==> images/drive_strength.png <==
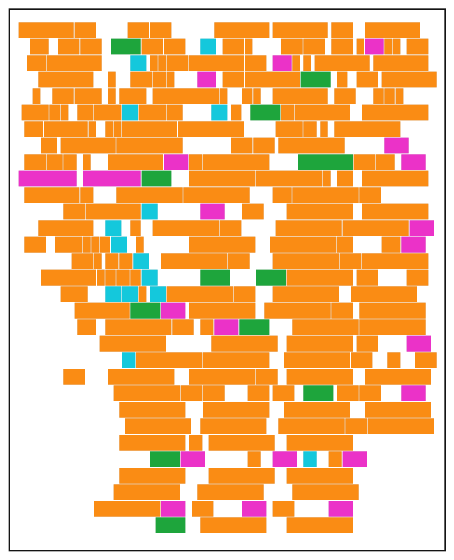
==> images/final_clocks.png <==
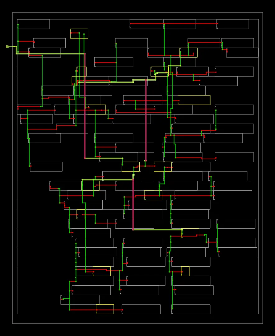
==> images/cell_classes.png <==
Bar = 20 µm. Fill, decap, tap and diode cells in gray.
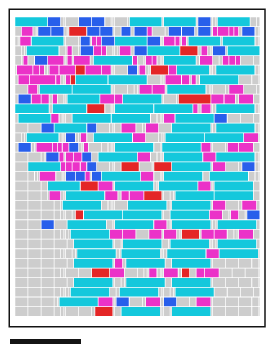
==> images/met2.png <==
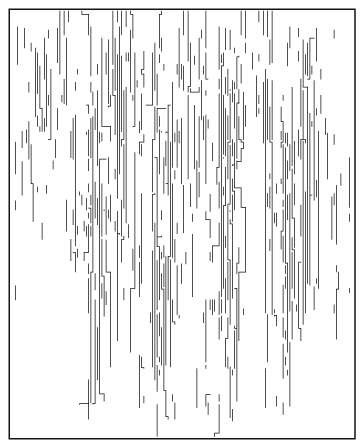
==> images/gate_families.png <==
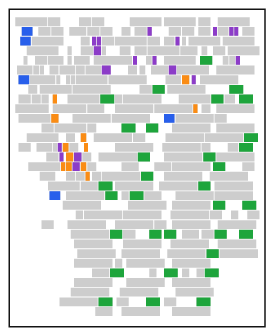
==> config.mk <==
export PLATFORM = sky130hd
export DESIGN_NAME = fifo_flags
export DESIGN_NICKNAME = d
export VERILOG_FILES = /design/src/rtl/fifo_flags_pkg.sv /design/src/rtl/fifo_mem.sv /design/src/rtl/fifo_flags.sv
export SDC_FILE = /design/constraint.sdc
export NUM_CORES = 1
export LEC_CHECK = 0
export CORE_ASPECT_RATIO = 1.25
export CORE_UTILIZATION = 57
export DETAILED_ROUTE_END_ITERATION = 12
export PLACE_DENSITY_LB_ADDON = 0.3
export SLEW_MARGIN = 20
export SYNTH_ARGS = -nofsm -noshare
export SYNTH_HDL_FRONTEND = slang
export SYNTH_SLANG_ARGS = --single-unit
export TNS_END_PERCENT = 1
==> constraint.sdc <==
create_clock -name clk -period 3.4 [get_ports clk]
set_clock_uncertainty 0.2 [all_clocks]
set_input_delay 0.68 -clock clk [delete_from_list [all_inputs] [get_ports clk]]
set_output_delay 0.68 -clock clk [all_outputs]
set_load 0.02 [all_outputs]
==> flow_summary_export.csv <==
group,metric,value,unit
outcome,outcome,"complete, no violations",
power_and_ir_drop,power.total,3.378,mW
floorplan,num_io_pins,30,
power_and_ir_drop,vdd_ir_drop_max,683.9,µV
global_routing,grt_max_degree,31,
layout,combGateArea,858.3,µm²
yosys,top_area_share,55.69,%
worst_setup_path,crit_type,"primary input to flop",
cts,cts_hold_buf,0,
layout,clkCellAreaFrac,4.946,%
placed_design,place_congestion,0.7422,
cts,tritoncts,"built",
power_and_ir_drop,p_switching,1.124,mW
global_routing,first_global_vias,1870,
sta,whs,0.2828,ns
layout,num-multi-input-gates,105,
worst_setup_path,rr_worst_depth,10,
yosys,syn_area,0.003451,mm²
yosys,ys_seq_share,72.44,%
worst_setup_path,crit_family,"adder cells",
sta,fin_crit,2.931,ns
cts,clk_latency,0.35,ns
power_and_ir_drop,power.leakage,1.542,nW
power_and_ir_drop,p_seq,1.47,mW
routing,ant_nets,0,
yosys,edf_count,64,
placed_design,dp.cells,307,
worst_setup_path,slowest_delay,0.49,ns
worst_setup_path,r2r_slack,0.75,ns
power_and_ir_drop,internal_power,2.253,mW
placed_design,pre_cts_slack,0.09815,ns
yosys,synthAoiAreaFrac,6.055,%
yosys,top_area_cell,"edfxtp_1",
global_routing,grtUsageMet3,5.862,%
yosys,ys.flop_type,"edfxtp_1",
worst_setup_path,path_cells,"clkdlybuf4s50_1 > nand3b_1 > nand2_1 > nand2_1 > ha_1 > inv_1 > ha_1 > inv_1 > fa_1 > inv_1 > or3_1 > nor2b_1",
routing,avgRoutedWirePerCell,18.47,µm
worst_setup_path,path_max_fanout,4,
routing,first_pass_iters,4,
yosys,syn_area_per_cell,16.67,µm²
layout,drive_gt1_share,18.29,%
worst_setup_path,worstPathRequired,3.48,ns
layout,seq_area,0.002500,mm²
power_and_ir_drop,p_comb,1.21,mW
yosys,yosys_area,0.003451,mm²
yosys,ys_seq_elements,87,
placed_design,portBuffers,29,
global_routing,grtUsageTotal,20.69,%
yosys,synth.most_common_cell,"edfxtp_1",
layout,largest_reg_flops,64,
sta,tightest_slew,0.8698,ns
routing,wl_met1,2.523,mm
yosys,ys_types,33,
layout,fillers,383,
cts,htree_levels,3,
worst_setup_path,critPathSlowestCell,"clkdlybuf4s50_1",
power_and_ir_drop,power.density,834.5,mW/mm²
yosys,async_flop_share,26.44,%
-- drive_strength.png (at the start) --
color	size	cells
magenta	drive 2	21
cyan	drive 3 to 4	14
orange	drive 1 or less	210
green	drive 6 and up	12
post-route cell area: 0.004048 mm²
count of plain and timing-repair buffers: 40
final setup margin: 0.4689 ns
Syn-to-layout area delta: 17.30%

-- final_clocks.png (at the start) --
TritonCTS Buffers: 9
CTS sink count: 87
clock buf count: 12

-- cell_classes.png (at the start) --
color	class	cells	share of their area
cyan	flip-flops	87	63%
red	clock drivers and dummy loads	16	5.0%
blue	other buffers and delay cells	40	9.4%
magenta	all other logic	114	22%
core area: 0.005818 mm²
sequential cell area share: 61.76%
row cnt: 31
final core occ: 69.57%

-- met2.png (at the start) --
share of all routed wire	52%
wire length on this layer	3,130 µm
GR Util met2: 34.55%
vias: 1,813
final wirelength: 5.966 mm

-- gate_families.png (at the start) --
color	family	cells
purple	NAND gates	18
blue	XOR/XNOR gates	5
orange	NOR gates	12
green	multiplexers	32
Comb area share: 21.21%
most used logic cell in the final layout: edfxtp_1
final non-filler cell total: 323

